run_1/detail.png
Region (17, 102) to (67, 152) um. Cells in gray, sequential cells in the stronger gray; small squares are vias.
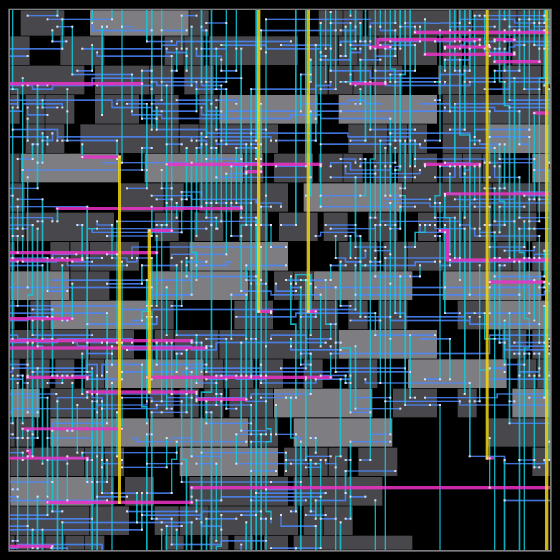
run_1/flops_by_reg.png
Other sequential cells in the stronger gray, the rest of the logic in the fainter gray.
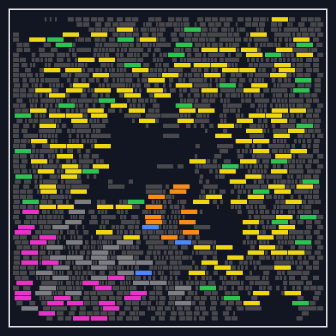
run_1/power_grid.png
Pins as bars on the die edge.
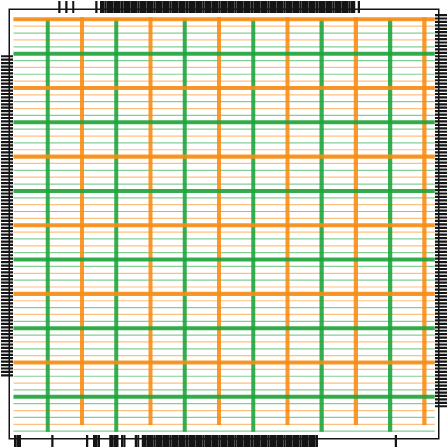
run_1/logic_types.png
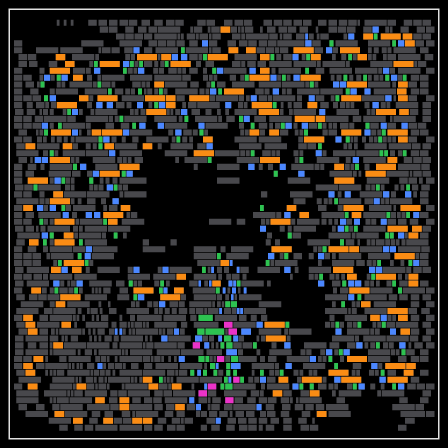
[config.mk]
export PLATFORM = sky130hd
export DESIGN_NAME = rvm_ddr3_bridge
export DESIGN_NICKNAME = d
export VERILOG_FILES = /design/src/rtl/rvm_ddr3_pkg.sv /design/src/rtl/rvm_ddr3_linebuf.sv /design/src/rtl/rvm_ddr3_bridge.sv
export SDC_FILE = /design/constraint.sdc
export NUM_CORES = 1
export LEC_CHECK = 0
export ABC_CLOCK_PERIOD_IN_PS = 10700
export CAP_MARGIN = 40
export CORE_UTILIZATION = 53
export CTS_CLUSTER_SIZE = 16
export DETAILED_ROUTE_END_ITERATION = 10
export PLACE_DENSITY = 0.87
export SLEW_MARGIN = 20
export SYNTH_ARGS = -nofsm -noshare
export SYNTH_HDL_FRONTEND = slang
export SYNTH_SLANG_ARGS = --single-unit
[constraint.sdc]
create_clock -name clk -period 10.7 [get_ports clk]
set_input_delay 1.605 -clock clk [delete_from_list [all_inputs] [get_ports clk]]
set_output_delay 1.605 -clock clk [all_outputs]
set_load 0.03 [all_outputs]
[src/rtl/rvm_ddr3_pkg.sv]
// Shared definitions for the rvm_core to DDR3 (MIG) bridge.
package rvm_ddr3_pkg;

  localparam logic [2:0] CMD_WR     = 3'b000;
  localparam logic [2:0] CMD_RD     = 3'b001;
  localparam int         LINE_BYTES = 16;
  localparam int         TAG_BITS   = 24;

  typedef enum logic [2:0] {
    IDLE,
    RD_CMD,
    RD_WAIT,
    WR_XFER,
    RESP
  } state_t;

  // Pick 32-bit lane 'sel' out of a 128-bit line.
  function automatic logic [31:0] select_word(input logic [127:0] line, input logic [1:0] sel);
    return line[32*sel +: 32];
  endfunction

endpackage

[src/rtl/rvm_ddr3_linebuf.sv]
// One-line read buffer: holds the last DDR3 line read, answers tag hits with
// a selected word, and takes write-through byte merges for the same line.
module rvm_ddr3_linebuf
  import rvm_ddr3_pkg::*;
(
  input  logic                clk,
  input  logic                reset,
  input  logic                fill,
  input  logic [127:0]        fill_line,
  input  logic                invalidate,
  input  logic                merge,
  input  logic [127:0]        merge_data,
  input  logic [15:0]         merge_be,
  input  logic [TAG_BITS-1:0] lookup_tag,
  input  logic [1:0]          word_sel,
  output logic                hit,
  output logic [31:0]         word
);

  logic [127:0]        line;
  logic [TAG_BITS-1:0] tag;
  logic                valid;

  assign hit  = valid && (tag == lookup_tag);
  assign word = select_word(line, word_sel);

  // Line storage: invalidation wins over a fill, a fill wins over a merge.
  always_ff @(posedge clk or posedge reset) begin
    if (reset) begin
      line  <= '0;
      tag   <= '0;
      valid <= 1'b0;
    end else if (invalidate) begin
      valid <= 1'b0;
    end else if (fill) begin
      line  <= fill_line;
      tag   <= lookup_tag;
      valid <= 1'b1;
    end else if (merge && hit) begin
      for (int i = 0; i < LINE_BYTES; i++) begin
        if (merge_be[i]) line[8*i +: 8] <= merge_data[8*i +: 8];
      end
    end
  end

endmodule

[src/rtl/rvm_ddr3_bridge.sv]
// Bridges the rvm_core 32-bit memory port onto the MIG 128-bit application
// interface, one 16-byte line command per core request, in the ui_clk domain.
module rvm_ddr3_bridge
  import rvm_ddr3_pkg::*;
#(
  parameter int LINE_BUF_EN    = 1,
  parameter int TIMEOUT_CYCLES = 1023,
  parameter int ADDR_BITS      = 28
) (
  input  logic         clk,
  input  logic         reset,
  input  logic [31:0]  mem_addr,
  output logic [31:0]  mem_rdata,
  input  logic [31:0]  mem_wdata,
  input  logic         mem_c_en,
  input  logic         mem_w_en,
  input  logic [3:0]   mem_b_en,
  output logic         mem_error,
  output logic         mem_stall,
  input  logic         init_calib_complete,
  output logic [27:0]  app_addr,
  output logic [2:0]   app_cmd,
  output logic         app_en,
  output logic [127:0] app_wdf_data,
  output logic [15:0]  app_wdf_mask,
  output logic         app_wdf_wren,
  output logic         app_wdf_end,
  input  logic [127:0] app_rd_data,
  input  logic         app_rd_data_end,
  input  logic         app_rd_data_valid,
  input  logic         app_rdy,
  input  logic         app_wdf_rdy
);

  localparam int TIMER_BITS = $clog2(TIMEOUT_CYCLES + 1);

  state_t                state, state_next;
  logic                  resp;
  logic                  cmd_acc, cmd_acc_next;
  logic                  wdf_acc, wdf_acc_next;
  logic [TIMER_BITS-1:0] timer;
  logic                  timed_out;

  logic                  app_en_next, app_wdf_wren_next, mem_error_next;
  logic [2:0]            app_cmd_next;
  logic [27:0]           app_addr_next;
  logic [31:0]           mem_rdata_next;

  logic                  out_of_range;
  logic [15:0]           byte_en;
  logic                  buf_hit, line_hit, buf_fill, buf_inval, buf_merge;
  logic [31:0]           buf_word;
  logic                  unused_ok;

  assign out_of_range = |(mem_addr >> ADDR_BITS);
  assign byte_en      = 16'(mem_b_en) << {mem_addr[3:2], 2'b00};
  assign app_wdf_mask = ~byte_en;
  assign app_wdf_data = {4{mem_wdata}};
  assign app_wdf_end  = app_wdf_wren;
  assign mem_stall    = mem_c_en & ~resp;
  assign timed_out    = (timer == TIMER_BITS'(TIMEOUT_CYCLES));
  assign line_hit     = (LINE_BUF_EN != 0) && buf_hit;
  assign unused_ok    = ^{app_rd_data_end, mem_addr[1:0]};

  rvm_ddr3_linebuf u_linebuf (
    .clk        (clk),
    .reset      (reset),
    .fill       (buf_fill),
    .fill_line  (app_rd_data),
    .invalidate (buf_inval),
    .merge      (buf_merge),
    .merge_data (app_wdf_data),
    .merge_be   (byte_en),
    .lookup_tag (mem_addr[27:4]),
    .word_sel   (mem_addr[3:2]),
    .hit        (buf_hit),
    .word       (buf_word)
  );

  // Next-state and next-output decode for the request sequencer.
  always_comb begin
    state_next        = state;
    app_en_next       = app_en;
    app_wdf_wren_next = app_wdf_wren;
    app_cmd_next      = app_cmd;
    app_addr_next     = app_addr;
    mem_rdata_next    = mem_rdata;
    mem_error_next    = mem_error;
    cmd_acc_next      = cmd_acc;
    wdf_acc_next      = wdf_acc;
    buf_fill          = 1'b0;
    buf_inval         = 1'b0;
    buf_merge         = 1'b0;

    case (state)
      IDLE: begin
        if (mem_c_en && init_calib_complete) begin
          if (out_of_range) begin
            state_next     = RESP;
            mem_error_next = 1'b1;
          end else if (!mem_w_en && line_hit) begin
            state_next     = RESP;
            mem_rdata_next = buf_word;
          end else if (!mem_w_en) begin
            state_next    = RD_CMD;
            app_en_next   = 1'b1;
            app_cmd_next  = CMD_RD;
            app_addr_next = {1'b0, mem_addr[27:4], 3'b000};
          end else begin
            state_next        = WR_XFER;
            app_en_next       = 1'b1;
            app_wdf_wren_next = 1'b1;
            app_cmd_next      = CMD_WR;
            app_addr_next     = {1'b0, mem_addr[27:4], 3'b000};
            cmd_acc_next      = 1'b0;
            wdf_acc_next      = 1'b0;
            buf_merge         = (LINE_BUF_EN != 0);
          end
        end
      end

      RD_CMD: begin
        if (app_rdy) begin
          app_en_next = 1'b0;
          state_next  = RD_WAIT;
        end else if (timed_out) begin
          app_en_next    = 1'b0;
          state_next     = RESP;
          mem_error_next = 1'b1;
          buf_inval      = 1'b1;
        end
      end

      RD_WAIT: begin
        if (app_rd_data_valid) begin
          buf_fill       = (LINE_BUF_EN != 0);
          mem_rdata_next = select_word(app_rd_data, mem_addr[3:2]);
          state_next     = RESP;
        end else if (timed_out) begin
          state_next     = RESP;
          mem_error_next = 1'b1;
          buf_inval      = 1'b1;
        end
      end

      WR_XFER: begin
        cmd_acc_next      = cmd_acc | (app_en & app_rdy);
        wdf_acc_next      = wdf_acc | (app_wdf_wren & app_wdf_rdy);
        app_en_next       = app_en & ~app_rdy;
        app_wdf_wren_next = app_wdf_wren & ~app_wdf_rdy;
        if (cmd_acc_next && wdf_acc_next) begin
          state_next = RESP;
        end else if (timed_out) begin
          app_en_next       = 1'b0;
          app_wdf_wren_next = 1'b0;
          state_next        = RESP;
          mem_error_next    = 1'b1;
          buf_inval         = 1'b1;
        end
      end

      RESP: begin
        state_next     = IDLE;
        mem_error_next = 1'b0;
      end

      default: state_next = IDLE;
    endcase
  end

  // State, registered outputs and the per-state timeout counter.
  always_ff @(posedge clk or posedge reset) begin
    if (reset) begin
      state        <= IDLE;
      app_en       <= 1'b0;
      app_wdf_wren <= 1'b0;
      app_cmd      <= CMD_RD;
      app_addr     <= '0;
      mem_rdata    <= '0;
      mem_error    <= 1'b0;
      resp         <= 1'b0;
      cmd_acc      <= 1'b0;
      wdf_acc      <= 1'b0;
      timer        <= '0;
    end else begin
      state        <= state_next;
      app_en       <= app_en_next;
      app_wdf_wren <= app_wdf_wren_next;
      app_cmd      <= app_cmd_next;
      app_addr     <= app_addr_next;
      mem_rdata    <= mem_rdata_next;
      mem_error    <= mem_error_next;
      resp         <= (state_next == RESP);
      cmd_acc      <= cmd_acc_next;
      wdf_acc      <= wdf_acc_next;
      if (state_next != state) timer <= '0;
      else if (!timed_out)     timer <= timer + 1'b1;
    end
  end

endmodule

==> results.txt, run 1 <==
Implementation numbers.

- The run finished with clean final reports.
- between 400 and 500 I/O pins were placed.
- Buffers inserted to repair hold after CTS numbered 0.
- The power density over the cells is between 100 and 150 mW/mm^2.
- The area fraction of clock buffers and clock inverters is under 10%.
- The sequential power reported by the tool is 1.05 mW.
- Dividing the final minimum period by the clock period gives between 40% and 50%.
- In this run, the combinational gates consume between 20 and 30% of the power.
- Ranked by flip-flop count, first place goes to u_linebuf.line.
- The worst hold path begins at app_cmd[0].
- The synthesized design spends more area on one cell type than any other, namely dfrtp_1.
- The detailed-placement wirelength estimate is between 20 and 30 mm.
- The number of flops mapped to enable cells by yosys is 0.
- The worst min-delay path class is register to register.
- The global routing usage on met1 is 37.54%.
- The synthesized instance count is 1,569.
- The final worst slack is about 5.4 ns.
- The die covers 0.02877 mm^2.
- STA classifies the critical path startpoint as a primary input.
- According to the tapcell log, the count of inserted taps is 372.
- STA classifies the critical path endpoint as an output port.
- The count of antenna-violating nets left after detailed routing is 0.
- By count the netlist is led by 265 x nand3_1, 228 x dfrtp_1, 136 x a21oi_1, 135 x buf_4, 131 x nand2_1.
- Endpoints with negative setup slack in the final report add up to 0.
- Sequential cells placed in the final layout were counted as between 200 and 250.
- The number of DRC markers in iteration 0 is about 1.5k.
- The number of multi-input combinational cells in the layout is roughly 1.1k.
-- detail.png (at the start) --
layer	color
metal 3	magenta
metal 2	cyan
metal 1	blue
metal 4	yellow
netlist names of flops here include	u_linebuf.line (19), mem_rdata (4)
most frequent	nand3_1 (45), dfrtp_1 (23)
sequential cells in the window	23
cells with their middle in the window	183

-- flops_by_reg.png (at the start) --
name in the netlist	color	flops
u_linebuf.line	yellow	128
mem_rdata	green	32
app_addr	magenta	24
state	blue	3
timer	orange	10
not colored	32
Register Area: 0.005732 mm^2
sequential fraction of total cell area: 29.95%

-- power_grid.png (at the start) --
net	color
VSS	green
VDD	orange
met5 straps	12
rows	60
met1 rails	61
met4 straps	12
signal pins	417
floorplan die height: 169.6 um
width of the die: 169.6 um
worst IR drop on VDD: 0.0001242 V
placeable core area: 0.02725 mm^2

-- logic_types.png (at the start) --
family	color	cells	where
AND-OR and OR-AND gates	magenta	8	bottom center
NOR gates	blue	165	spread over the die
multiplexers	orange	154	spread over the die
inverting AOI/OAI gates	green	155	spread over the die
combinational share of cell area: 39.87%
most frequently placed logic cell in the final layout: clkdlybuf4s50_1

run_1/clocks.png
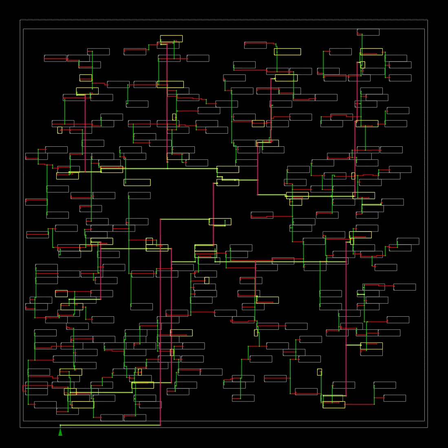

==> run 2: changes to the inputs <==
--- a/config.mk
+++ b/config.mk
@@ -5,12 +5,12 @@
 export SDC_FILE = /design/constraint.sdc
 export NUM_CORES = 1
 export LEC_CHECK = 0
-export ABC_CLOCK_PERIOD_IN_PS = 10700
+export ABC_CLOCK_PERIOD_IN_PS = 4400
 export CAP_MARGIN = 40
-export CORE_UTILIZATION = 53
+export CORE_UTILIZATION = 45
 export CTS_CLUSTER_SIZE = 16
 export DETAILED_ROUTE_END_ITERATION = 10
-export PLACE_DENSITY = 0.87
+export PLACE_DENSITY = 0.79
 export SLEW_MARGIN = 20
 export SYNTH_ARGS = -nofsm -noshare
 export SYNTH_HDL_FRONTEND = slang
==> constraint.sdc (replaced) <==
create_clock -name clk -period 4.4 [get_ports clk]
set_input_delay 0.66 -clock clk [delete_from_list [all_inputs] [get_ports clk]]
set_output_delay 0.66 -clock clk [all_outputs]
set_load 0.03 [all_outputs]
run_2/clocks.png
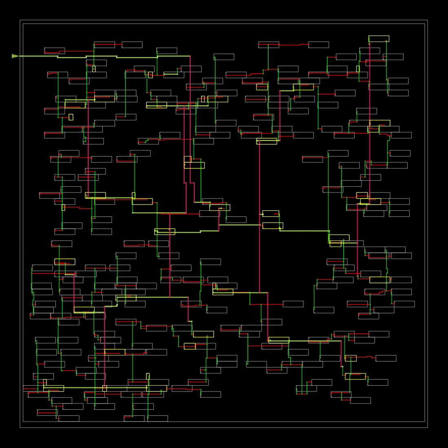
Sink Count: 229
clock network latency to the later pin of the worst-skew pair: 0.55 ns
number of buffers created by CTS: 27

==> results.txt, run 2 <==
Implementation numbers.

- The run finished with clean final reports.
- The logic gate share of total power is 29.2% (+0.7 points).
- The power density over the cells is 345.1 mW/mm^2 (+140%).
- The sequential cell area is 0.005732 mm^2 (unchanged).
- The maximum vdd ir drop is 0.0003638 V (+190%).
- The number of tap cells inserted is 442 (+19%).
- The area fraction of clock buffers and clock inverters came to 4.325% (-0.37 points).
- The die width was 183.9 um (+8.4%).
- The chip area is 0.03382 mm^2 (+18%).
- The sort of element at the start of the critical path is a primary input.
- The post-route clock period utilization is 73.00%.
- The total negative slack is 0 ns.
- The final worst slack is 1.188 ns (-4.211 ns).
- The detailed-placement wirelength estimate came to 29.59 mm (+2.2%).
- The endpoint type of the worst setup path is a register.
- STA reports the tightest min-delay check as being of type primary input to asynchronous set/reset pin.
- The number of DRC markers in iteration 0 came to 1,005 (-33%).
- The final number of setup-violating endpoints was 0 (unchanged).
- The total number of sequential cells came to 229 (unchanged).
- The logic share of the area was 39.67% (-0.20 points).
- Non-clock buffers make up 23.20% of the layout cell area.
- The count of antenna-violating nets left after detailed routing came to 0 (unchanged).
- The hold buffer count at CTS is 0 (unchanged).
- The multi-input combinational cell count is 1,072 (unchanged).
- The post-synthesis cell count is 1,569 (unchanged).
- The global routing usage on met1 is 33.13% (-4.4 points).
- The library cell used most frequently in the layout, excluding fill and tap cells, is clkdlybuf4s50_1.
- The flip-flop and latch share of the layout cell area came to 29.79% (-0.15 points).
- Max-slew check failures listed in the final report amount to 0.
- The number of flops mapped to enable cells by yosys was 0 (unchanged).
- The power consumed by sequential cells was 2.55 mW (+140%).
- The top register by number of flip-flops is u_linebuf.line.
- Summed over all instances, the cell type with the most area after synthesis is dfrtp_1.
- The total core area is 0.03254 mm^2 (+19%).
- By count the netlist is led by 265 x nand3_1, 228 x dfrtp_1, 136 x a21oi_1, 135 x buf_4, 131 x nand2_1.
- The number of ports placed on the die boundary is 417 (unchanged).
- The y dimension of the die is 183.9 um (+8.4%).
run_2/logic_types.png
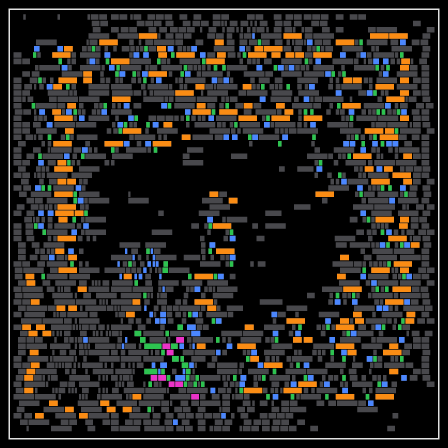

==> run 3: changes to the inputs <==
--- a/config.mk
+++ b/config.mk
@@ -5,7 +5,7 @@
 export SDC_FILE = /design/constraint.sdc
 export NUM_CORES = 1
 export LEC_CHECK = 0
-export ABC_CLOCK_PERIOD_IN_PS = 4400
+export ABC_CLOCK_PERIOD_IN_PS = 2800
 export CAP_MARGIN = 40
 export CORE_UTILIZATION = 45
 export CTS_CLUSTER_SIZE = 16
==> constraint.sdc (replaced) <==
create_clock -name clk -period 2.8 [get_ports clk]
set_input_delay 0.42 -clock clk [delete_from_list [all_inputs] [get_ports clk]]
set_output_delay 0.42 -clock clk [all_outputs]
set_load 0.03 [all_outputs]
run_3/logic_types.png
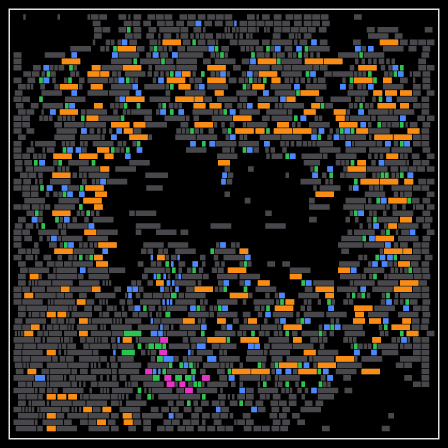
family	color	cells
NOR gates	blue	165
AND-OR and OR-AND gates	magenta	8
inverting AOI/OAI gates	green	155
multiplexers	orange	154
final non-filler cell total: 2,300
combinational share of cell area: 38.98%

==> results.txt, run 3 <==
Implementation numbers.

- The synthesis run shows the most used standard cells to be 265 x nand3_1, 228 x dfrtp_1, 136 x a21oi_1, 135 x buf_4, 131 x nand2_1.
- The number of flops mapped to enable cells by yosys is 0 (unchanged).
- The total number of sequential cells is 229 (unchanged).
- The chip area came to 0.03382 mm^2 (unchanged).
- The largest area contributor in the synthesized netlist is dfrtp_1.
- The power density over the cells was 562.5 mW/mm^2 (+63%).
- The total core area is 0.03254 mm^2 (unchanged).
- The y dimension of the die was 183.9 um (unchanged).
- The clock latency of the later-clocked register in the worst-skew pair is 0.54 ns (about the same).
- The number of ports placed on the die boundary is 417 (unchanged).
- The maximum vdd ir drop is 0.0006333 V (+74%).
- Yosys reported a register bit count of ~230.
- The data-path buffer share of cell area in the final layout is 24.80% (+1.6 points).
- The final number of setup-violating endpoints is 27 (+27).
- The total negative slack came to -0.8230 ns (-0.8230 ns).
- The number of tap cells inserted is 442 (unchanged).
- The number of slew-limit violations in the final report is 0 (unchanged).
- The final worst slack is -0.04795 ns (-1.236 ns).
- The die width is 183.9 um (unchanged).
- The count of antenna-violating nets left after detailed routing is 0 (unchanged).
- The maximum number of pins on one net before global-route repair is 158.
- The area fraction of clock buffers and clock inverters is 4.888% (+0.56 points).
- The post-synthesis cell count is 1,569 (unchanged).
- STA classifies the critical path startpoint as a register.
- The post-route clock period utilization is 101.7%.
- The simple-gate portion of the synthesized area is a little over a quarter.
- The tally of clock buffers in the finished layout is 37.
- The multi-input combinational cell count is 1,072 (unchanged).
- The clock net sink count is 229 (unchanged).
- The last element of the critical path is mem_rdata[1].
- The worst min-delay path class is primary input to asynchronous set/reset pin.
- The hold buffer count at CTS was 0 (unchanged).
- The number of clock buffers inserted by TritonCTS is 27 (unchanged).
- The number of DRC markers in iteration 0 came to 960 (-4.5%).
- The flow ran to the end, but the final reports show violations.
- The checks that failed: setup timing.
- The worst setup path is captured at a register.
- The highest-count logic cell in the final layout is clkdlybuf4s50_1.
- The global routing usage on met1 is 33.87% (+0.74 points).
- The flip-flop and latch share of the layout cell area is 28.45% (-1.3 points).
- The logic gate share of total power came to 29.5% (+0.3 points).
- The sequential cell area is 0.005732 mm^2 (unchanged).
- The register with the most flip-flops in the final layout is u_linebuf.line.
- The detailed-placement wirelength estimate came to 31.31 mm (+5.8%).
Power is estimated from default activity; no workload was simulated.
